<file path="config.mk">
export PLATFORM = sky130hd
export DESIGN_NAME = minmax_scan_ctrl
export DESIGN_NICKNAME = d
export VERILOG_FILES = /design/src/rtl/minmax_pkg.sv /design/src/rtl/minmax_cmp.sv /design/src/rtl/minmax_scan_ctrl.sv
export SDC_FILE = /design/constraint.sdc
export NUM_CORES = 1
export LEC_CHECK = 0
export ABC_AREA = 0
export ABC_CLOCK_PERIOD_IN_PS = 3900
export CAP_MARGIN = 15
export CORE_AREA = 4 4 92 94
export DETAILED_ROUTE_END_ITERATION = 10
export DIE_AREA = 0 0 96 98
export PLACE_DENSITY = 0.67
export SYNTH_ARGS = -nofsm -noshare
export SYNTH_HDL_FRONTEND = slang
export SYNTH_SLANG_ARGS = --single-unit
</file>
<file path="constraint.sdc">
create_clock -name clk -period 3.9 [get_ports clk]
set_clock_uncertainty 0.15 [all_clocks]
set_input_delay 0.39 -clock clk [delete_from_list [all_inputs] [get_ports clk]]
set_output_delay 0.39 -clock clk [all_outputs]
set_load 0.02 [all_outputs]
</file>
<file path="src/rtl/minmax_pkg.sv">
// Shared types for the streaming min/max scanner.
// Holds the FSM encoding and default sample/index widths.
package minmax_pkg;

    localparam int W_DEF  = 8;
    localparam int CW_DEF = 8;

    typedef logic [W_DEF-1:0]  sample_t;
    typedef logic [CW_DEF-1:0] idx_t;

    typedef enum logic [1:0] {
        ACCEPT,
        CMP_MIN,
        CMP_MAX,
        DONE
    } state_t;

endpackage

</file>
<file path="src/rtl/minmax_cmp.sv">
// Shared magnitude comparator for the min/max scanner.
// Signed mode flips the sign bits so one unsigned compare serves both.
module minmax_cmp
    import minmax_pkg::*;
#(
    parameter int W = W_DEF
) (
    input  logic [W-1:0] a,
    input  logic [W-1:0] b,
    input  logic         signed_mode,
    output logic         lt,
    output logic         gt
);

    logic [W-1:0] flip;
    logic [W-1:0] a_k;
    logic [W-1:0] b_k;

    assign flip = {signed_mode, {(W-1){1'b0}}};
    assign a_k  = a ^ flip;
    assign b_k  = b ^ flip;
    assign lt   = a_k < b_k;
    assign gt   = a_k > b_k;

endmodule

</file>
<file path="src/rtl/minmax_scan_ctrl.sv">
// Streaming min/max scanner: one comparator time-shared between the
// running-min and running-max updates, one result per frame.
module minmax_scan_ctrl
    import minmax_pkg::*;
#(
    parameter int W  = W_DEF,
    parameter int CW = CW_DEF
) (
    input  logic          clk,
    input  logic          rst_n,
    input  logic          cfg_signed,
    input  logic          s_valid,
    output logic          s_ready,
    input  logic [W-1:0]  s_data,
    input  logic          s_last,
    output logic          m_valid,
    input  logic          m_ready,
    output logic [W-1:0]  m_min,
    output logic [W-1:0]  m_max,
    output logic [CW-1:0] m_min_idx,
    output logic [CW-1:0] m_max_idx,
    output logic [CW-1:0] m_count
);

    state_t        state_q, state_d;
    logic          first_q, first_d;
    logic          rdy_q;
    logic          last_q, last_d;
    logic          sgn_q, sgn_d;
    logic [W-1:0]  smp_q, smp_d;
    logic [W-1:0]  min_q, min_d;
    logic [W-1:0]  max_q, max_d;
    logic [CW-1:0] idx_q, idx_d;
    logic [CW-1:0] min_idx_q, min_idx_d;
    logic [CW-1:0] max_idx_q, max_idx_d;
    logic [CW-1:0] count_q, count_d;

    logic [W-1:0]  cmp_b;
    logic          cmp_lt;
    logic          cmp_gt;
    logic          s_fire;

    assign cmp_b = (state_q == CMP_MAX) ? max_q : min_q;

    minmax_cmp #(
        .W (W)
    ) u_cmp (
        .a           (smp_q),
        .b           (cmp_b),
        .signed_mode (sgn_q),
        .lt          (cmp_lt),
        .gt          (cmp_gt)
    );

    // rdy_q keeps s_ready low during reset and until the first edge after it
    assign s_ready = rdy_q && (state_q == ACCEPT);
    assign s_fire  = s_valid && s_ready;
    assign m_valid = (state_q == DONE);

    assign m_min     = min_q;
    assign m_max     = max_q;
    assign m_min_idx = min_idx_q;
    assign m_max_idx = max_idx_q;
    assign m_count   = count_q;

    always_comb begin
        state_d   = state_q;
        first_d   = first_q;
        last_d    = last_q;
        sgn_d     = sgn_q;
        smp_d     = smp_q;
        min_d     = min_q;
        max_d     = max_q;
        idx_d     = idx_q;
        min_idx_d = min_idx_q;
        max_idx_d = max_idx_q;
        count_d   = count_q;

        unique case (state_q)
            ACCEPT: begin
                if (s_fire) begin
                    smp_d  = s_data;
                    last_d = s_last;
                    idx_d  = count_q;
                    if (count_q != {CW{1'b1}}) begin
                        count_d = count_q + CW'(1);
                    end
                    if (first_q) begin
                        min_d     = s_data;
                        max_d     = s_data;
                        min_idx_d = '0;
                        max_idx_d = '0;
                        sgn_d     = cfg_signed;
                        first_d   = 1'b0;
                        state_d   = s_last ? DONE : ACCEPT;
                    end else begin
                        state_d = CMP_MIN;
                    end
                end
            end
            CMP_MIN: begin
                if (cmp_lt) begin
                    min_d     = smp_q;
                    min_idx_d = idx_q;
                end
                state_d = CMP_MAX;
            end
            CMP_MAX: begin
                if (cmp_gt) begin
                    max_d     = smp_q;
                    max_idx_d = idx_q;
                end
                state_d = last_q ? DONE : ACCEPT;
            end
            DONE: begin
                if (m_ready) begin
                    first_d = 1'b1;
                    count_d = '0;
                    state_d = ACCEPT;
                end
            end
            default: state_d = ACCEPT;
        endcase
    end

    always_ff @(posedge clk or negedge rst_n) begin
        if (!rst_n) begin
            state_q   <= ACCEPT;
            first_q   <= 1'b1;
            rdy_q     <= 1'b0;
            last_q    <= 1'b0;
            sgn_q     <= 1'b0;
            smp_q     <= '0;
            min_q     <= '0;
            max_q     <= '0;
            idx_q     <= '0;
            min_idx_q <= '0;
            max_idx_q <= '0;
            count_q   <= '0;
        end else begin
            state_q   <= state_d;
            first_q   <= first_d;
            rdy_q     <= 1'b1;
            last_q    <= last_d;
            sgn_q     <= sgn_d;
            smp_q     <= smp_d;
            min_q     <= min_d;
            max_q     <= max_d;
            idx_q     <= idx_d;
            min_idx_q <= min_idx_d;
            max_idx_q <= max_idx_d;
            count_q   <= count_d;
        end
    end

endmodule

</file>
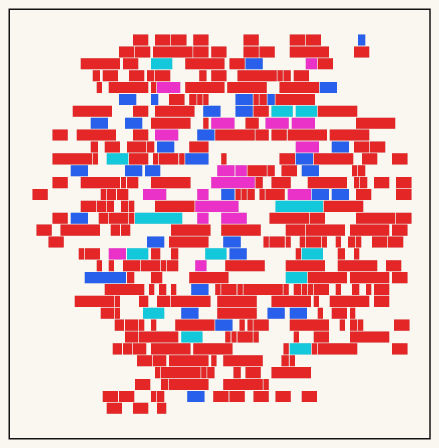
run_1/drive_strength.png
color	size	cells	share
magenta	drive 3 to 4	18	5.5%
blue	drive 2	34	10%
red	drive 1 or less	264	80%
cyan	drive 6 and up	13	4.0%
Final WS setup: 0.6094 ns
P&R area growth vs syn: 26.92%
Non-clk bufs: 60

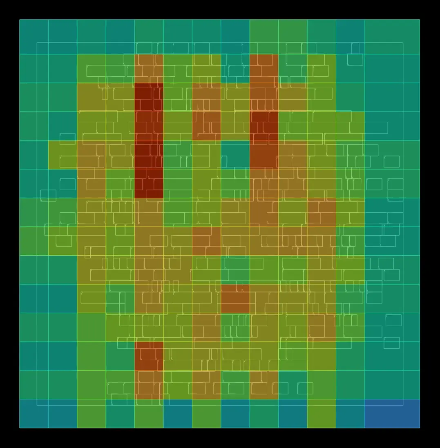
run_1/final_congestion.png
Avg WL per Cell: 14.87 um
met1 Track Usage GR: 0.2072
GR peak layer: met2

==> run_results.csv, run 1 <==
group,metric,value,unit
status,status,"finished, final reports clean",
setup_path,path_delay_family,"AND-OR/OR-AND gates",
yosys,ys_chip_area,3114,um^2
timing,maxSlewHeadroom,0.4270,
clock_tree,cts_tree,"done",
timing,grt_setup_unrepaired,"no",
yosys,synth.most_common_cell,"dfrtp_1",
drt,drc_errors,0,
global_routing,grt_pass1_vias,2149,
setup_path,end_kind,"flop",
yosys,ys_ff,62,
yosys,yosysCellCount,267,
yosys,yosysTopAreaCellShare,0.4902,
global_routing,grt_pass1_wl,10900,um
die,dieArea,9408,um^2
yosys,ys_types,40,
yosys,yosysTopAreaCell,"dfrtp_1",
timing,slew_viol_final,0,
clock_tree,clock_latency,0.34,ns
drt,vias,2127,
place,globalplace.congestion,0.7423,
yosys,synth.cellmix.compoundShare,0.07875,
place,dp.final_hpwl,4606,um
finish,final_nets,348,
clock_tree,postCtsHoldBufs,0,
setup_path,crit_arrival,3.36,ns
power_and_ir_drop,p_leak,1.751,nW
power_and_ir_drop,p_per_area,850.8,nW/um^2
clock_tree,clockRootBuffer,"clkbuf_8",
yosys,synth_area_per_cell,11.66,um^2
die,fp-row-count,32,
clock_tree,cts.path.max_buffers,2,
finish,diodes,0,
yosys,synthTopLogicFamily,"multiplexers",
clock_tree,cts_setup_buffers,0,
setup_path,crit_fanout,15,
drt,dr.pass1.iters,4,
die,fp_util,0.4072,
clock_tree,htreeDepth,3,
die,ioPinCount,56,
setup_path,cp_slowest_stage_delay,0.55,ns
yosys,yosys-top-cells-count,"dfrtp_1 (61), nand2_1 (49), mux2_2 (27)",
clock_tree,cts_num_sinks,62,
yosys,area_leaders,"dfrtp_1 (49%), mux2_2 (9.8%), mux2i_1 (7.4%), nand2_1 (5.9%), mux2_4 (3.9%)",
yosys,mux_area_frac,0.2101,
place,port_buffers,55,
clock_tree,clk_pin_slew,0.07,ns
drt,totalWireLength,6408,um
yosys,ff_type,"dfrtp_1",
global_routing,grt_start_max_net_pins,41,
yosys,yosys.area_share.simple,0.1193,
yosys,yosysWarnings,0,
finish,final_cells,431,
setup_path,crit_type,"flop to flop",
yosys,async_flop_share,1.000,
die,die_x,96,um
global_routing,grt_antenna_before_repair,0,
yosys,ys_seq_share,0.4986,
clock_tree,cts.repair.resized,0,
yosys,edf_count,0,
worst_hold_path,hold_path_class,"primary input to async pin",
setup_path,path_buffers,1,
yosys,fa_ha_area_frac,0.03616,
timing,setup_viol,0,
drt,ant_nets,0,
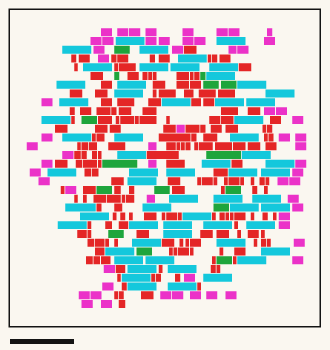
run_1/cell_classes.png
The bar under the picture is 20 um long.
color	class	cells	share of their area
cyan	flip-flops	62	41%
magenta	other buffers and delay cells	60	15%
green	clock drivers and dummy loads	15	5.8%
red	all other logic	192	38%

run 1: kinds of logic after synthesis:
logic type,count (synthesis)
muxes,58
other,1
AOI/OAI and AO/OA,33
and+or+nand+nor,79
DFF,62
adders and majority gates,9
xor gates and xnor gates,7
buffers and inverters,18
run 1: routing by layer:
layer,track usage,wire (um),up-vias
met5,0,0,-
met4,0.06893,143,0
met3,0.03159,250,10
met2,0.2230,3056,44
met1,0.2072,2958,1031
li1,-,-,1042
run 1: registers in the layout, summed over array words and instances (netlist names), 2 cells and up:
register   flops
m_max          8
idx_q          8
smp_q          8
m_min_idx      8
state_q        2
m_min          8
m_max_idx      8
m_count        8
run 1: where the power goes:
part           leakage, nW  switching [mW]  internal, mW
Clock                0.115           0.242         0.389
Sequential           0.794           0.225         0.876
Combinational        0.842           0.840         0.791
Total                 1.75            1.31          2.06
run 1: placed cells by master (no fill, tap or decap), drive strengths merged:
master         Yosys  routed
dfrtp             61      61
clkdlybuf4s50      0      54
nand2             50      50
mux2              35      35
mux2i             23      23
o21ai             22      22
clkbuf             2      11
nor2              10      10
ha                 9       9
xor2               7       7
buf               11       6
inv                5       5
a21oi              5       5
nand3              4       4
and3               3       3
and2               2       2
nand4              2       2
nand3b             2       2
bufinv             0       2
clkinv             0       2
and2b              1       1
and4bb             1       1
o221ai             1       1
a2111oi            1       1
o41ai              1       1
and4               1       1
o2111a             1       1
or3                1       1
nor2b              1       1
a31oi              1       1
o211ai             1       1
nand2b             1       1
dfstp              1       1
conb               1       1
run 1: per-stage QoR:
| step | util | power (mW) | hold WS [ns] | area, um^2 | setup slack, ns |
|---|---|---|---|---|---|
| floorplan | - | 2.243 | -0.05559 | 3114 | 0.9038 |
| global placement | 0.4879 | 2.726 | 0.3439 | 3731 | 0.7013 |
| detailed placement | 0.4879 | 2.761 | 0.3560 | 3731 | 0.5893 |
| CTS | 0.5169 | 3.401 | 0.03667 | 3953 | 0.5986 |
| global route | 0.5169 | 3.612 | 0.08587 | 3953 | 0.3643 |
| finish | 0.5169 | 3.363 | 0.01489 | 3953 | 0.6094 |
run 1: final timing paths:
check	endpoint	depth (start not counted)	startpoint	slack [ns]
setup / recovery	m_max[2]	9	state_q[0]	0.61
hold / removal	m_max_idx[0]	1	rst_n	0.01
setup reg to reg	m_max[2]	9	state_q[0]	0.61
hold reg to reg	m_min_idx[4]	2	idx_q[4]	0.37
max in group asynchronous	first_q	2	rst_n	2.72
min in group clk	m_min_idx[4]	2	idx_q[4]	0.37
run 1: final cells by class:
| cell class | instances | area [um^2] |
|---|---|---|
| Clock inverter | 4 | 70.07 |
| Sequential cell | 62 | 1553 |
| Fill cell | 680 | 3695 |
| Inverter | 5 | 18.77 |
| Timing Repair Buffer | 60 | 583.1 |
| Multi-Input combinational cell | 187 | 1449 |
| Clock buffer | 11 | 151.4 |
| Tap cell | 102 | 127.6 |
==> inputs of run 2 (changes only) <==
Settings changed: ABC_CLOCK_PERIOD_IN_PS 3900 to 3300.
Clock period 3.9 ns to 3.3 ns, I/O delays scaled along.
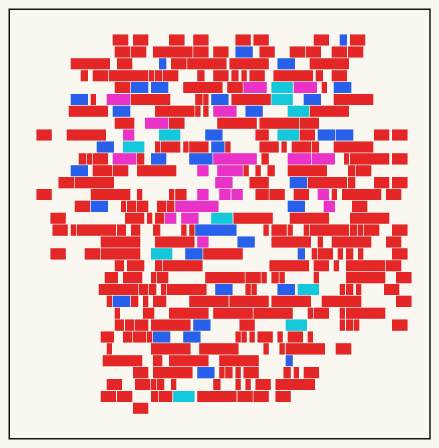
run_2/drive_strength.png
color	size	cells	share
blue	drive 2	35	11%
cyan	drive 6 and up	11	3.3%
magenta	drive 3 to 4	22	6.6%
red	drive 1 or less	265	80%
Final WS setup: 0.2958 ns
design area: 3938 um^2

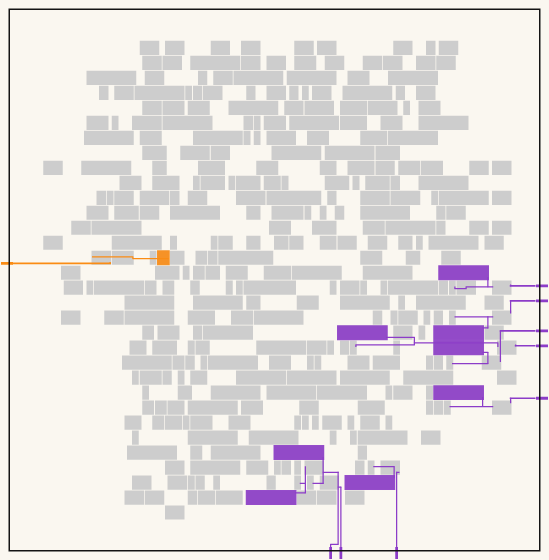
run_2/port_nets.png
color	port	bits	direction	edge	end cells	buffers	wire
purple	`m_min_idx`	8	output	5 right, 3 bottom	8	8	167 um
orange	`m_valid`	1	output	left	1	1	32.0 um
num ports: 56
I/O Buffers: 55

==> run 2 against run 1 <==
Compared with the run above:
- clock power is 5.9% lower
- non-clock buffer count grew 4
- worst setup slack lost 0.31 ns
- global-route usage increased by 0.40 points
- first-iteration DRC count increased by 13%
- sequential power is about 20% higher
- hold slack better by 0.33 ns
==> run_results.csv, run 2 <==
group,metric,value,unit
yosys,ff_type,"dfrtp_1",
setup_path,end_kind,"flop",
yosys,yosysTopAreaCell,"dfrtp_1",
clock_tree,clk_pin_slew,0.07,ns
yosys,yosys-top-cells-count,"dfrtp_1 (61), nand2_1 (49), mux2_2 (27)",
yosys,synth_area_per_cell,11.66,um^2
global_routing,gr-usage-met3,0.04083,
drt,ant_nets,0,
setup_path,crit_fanout,15,
power_and_ir_drop,p_leak,1.746,nW
setup_path,setup.worst_path.start,"state_q[0]",
timing,grt_setup_unrepaired,"no",
drt,drc_errors,0,
yosys,ys_seq_share,0.4986,
drt,totalWireLength,6449,um
die,die_x,96,um
drt,wl_per_cell,14.83,um
yosys,yosysTopAreaCellShare,0.4902,
power_and_ir_drop,p_per_area,977.0,nW/um^2
clock_tree,clockRootBuffer,"clkbuf_8",
status,status,"finished, final reports clean",
die,fp_util,0.4072,
setup_path,crit_type,"flop to flop",
yosys,yosysCellCount,267,
global_routing,grt_start_max_net_pins,41,
finish,area_growth,26.44,%
setup_path,r2r_slack,0.30,ns
clock_tree,cts_buffers,9,
timing,worstMarginPinSlew,0.5425,ns
yosys,area_leaders,"dfrtp_1 (49%), mux2_2 (9.8%), mux2i_1 (7.4%), nand2_1 (5.9%), mux2_4 (3.9%)",
setup_path,path_buffers,1,
global_routing,grt_pass1_vias,2201,
job,drv_cap,0,
drt,vias,2099,
drt,drt-initial-drc-count,60,
setup_path,timing.rr.end,"m_max[7]",
setup_path,critPathCapture,"m_max[7]",
timing,totalNegativeSetupSlack,0,ns
yosys,ys_chip_area,3114,um^2
setup_path,r2r-start,"state_q[0]",
global_routing,busiest_layer,"met2",
place,dp.final_hpwl,4706,um
global_routing,grt_pass1_wl,11160,um
yosys,ys_ff,62,
global_routing,grt_antenna_before_repair,0,
setup_path,cp_slowest_stage_delay,0.45,ns
clock_tree,htreeDepth,3,
drt,dr.pass1.iters,4,
timing,hold_viol,0,
power_and_ir_drop,power.total,3.847,mW
timing,hold_ws,0.3498,ns
timing,slew_viol_final,0,
finish,final_cells,435,
clock_tree,cts_tree,"done",
timing,maxSlewHeadroom,0.6383,
timing,setup_viol,0,
place,place_inst,419,
yosys,synth.most_common_cell,"dfrtp_1",
finish,utilization,0.5149,
finish,diodes,0,
clock_tree,cts_setup_buffers,0,
clock_tree,clock_latency,0.34,ns
setup_path,crit_arrival,3.08,ns
drt,viasPerCell,4.825,
die,fp-row-count,32,
finish,layout_top_cells,"dfrtp_1 (61), clkdlybuf4s50_1 (54), nand2_1 (49)",
worst_hold_path,hold_path_class,"primary input to async pin",
setup_path,crit_cells,9,
place,globalplace.congestion,0.7874,
setup_path,path_delay_family,"AND-OR/OR-AND gates",
finish,lay_top_count,"dfrtp_1",
yosys,yosysWarnings,0,
yosys,edf_count,0,
yosys,ys_types,40,
yosys,synthesis.nets,290,
setup_path,path_cells,"and2b_1, buf_4, mux2i_1, ha_1, nand2_1, o21ai_1, a21oi_2, o21ai_4, mux2_4",
setup_path,reg2reg_depth,9,
clock_tree,cts_num_sinks,62,
finish,final_nets,352,
die,core_area,7647,um^2
die,dieArea,9408,um^2
yosys,async_flop_share,1.000,
timing,fin_crit_sh,0.9104,
global_routing,grt_overflow,0,
clock_tree,cts.path.max_buffers,2,
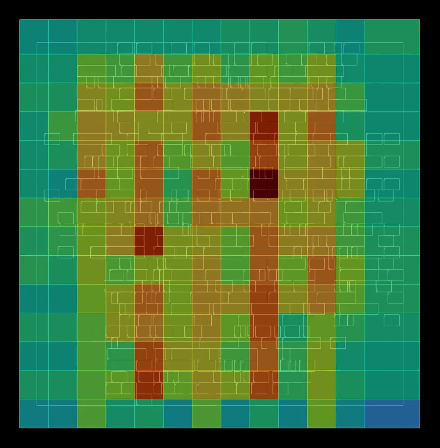
run_2/final_congestion.png
met2 usage: 0.2183
met1 Track Usage GR: 0.2163
gr usage total: 0.1537

## run 2: worst register-to-register path: stages, from the launching register on
cell,delay (ns)
dfrtp_1,0.45
and2b_1,0.29
buf_4,0.26
mux2i_1,0.12
ha_1,0.28
nand2_1,0.11
o21ai_1,0.36
a21oi_2,0.12
o21ai_4,0.41
mux2_4,0.34
## run 2: cell type report
type / count / area (um^2)
multi-input cells: 187 / 1449
flip-flops and latches: 62 / 1553
well taps: 102 / 127.6
fillers: 682 / 3710
inverters: 5 / 18.77
clock inverters: 4 / 22.52
clock buffers: 11 / 151.4
repair buffers: 64 / 615.6
## run 2: kinds of logic (layout without fill, tap and decap cells)
logic type	after synthesis	count (layout)	synth area share
buffers and inverters	18	84	0.03616
multiplexers	58	58	0.2101
AND-OR/OR-AND	33	33	0.07875
AND/OR/NAND/NOR	79	79	0.1193
XOR/XNOR	7	7	0.01969
other	1	1	0.001204
adder cells (fa/ha/maj)	9	9	0.03616
flip-flops	62	62	0.4986
## run 2: repair_timing
| action | CTS | global route |
|---|---|---|
| endpoints found under the hold margin | 21 | 0 |
| resized | 0 | 0 |
| hold buffers | 1 | 0 |
## run 2: power by group
part           switching, mW  leakage, nW  total, mW  internal, mW
logic                   1.01        0.861       1.96         0.947
clock network          0.289       0.0910      0.594         0.305
registers              0.260        0.794       1.30          1.03
total                   1.56         1.75       3.85          2.29
## run 2: worst min path at each step
stage	endpoint	slack (ns)	cells after the start
after floorplan	idx_q[0]	-0.12	0
after global placement	m_min[4]	0.19	1
after detailed placement	m_min[4]	0.20	1
after CTS	m_min_idx[3]	0.36	2
after global routing	last_q	0.40	1
final	m_min[4]	0.35	2
## run 2: metrics by stage
stage	setup WS, ns	area, um^2
finish	0.2958	3938
global route	0.09741	3938
CTS	0.2876	3938
detailed placement	0.2927	3754
global placement	0.4171	3754
floorplan	0.3038	3114
## run 2: metal layers
layer / part of all wire / vias up
met5: 0 / -
met4: 0.021 / 0
met3: 0.040 / 12
met2: 0.45 / 37
met1: 0.49 / 1002
li1: - / 1048
Power figures rest on the tool's default switching activity, not on a simulated workload.
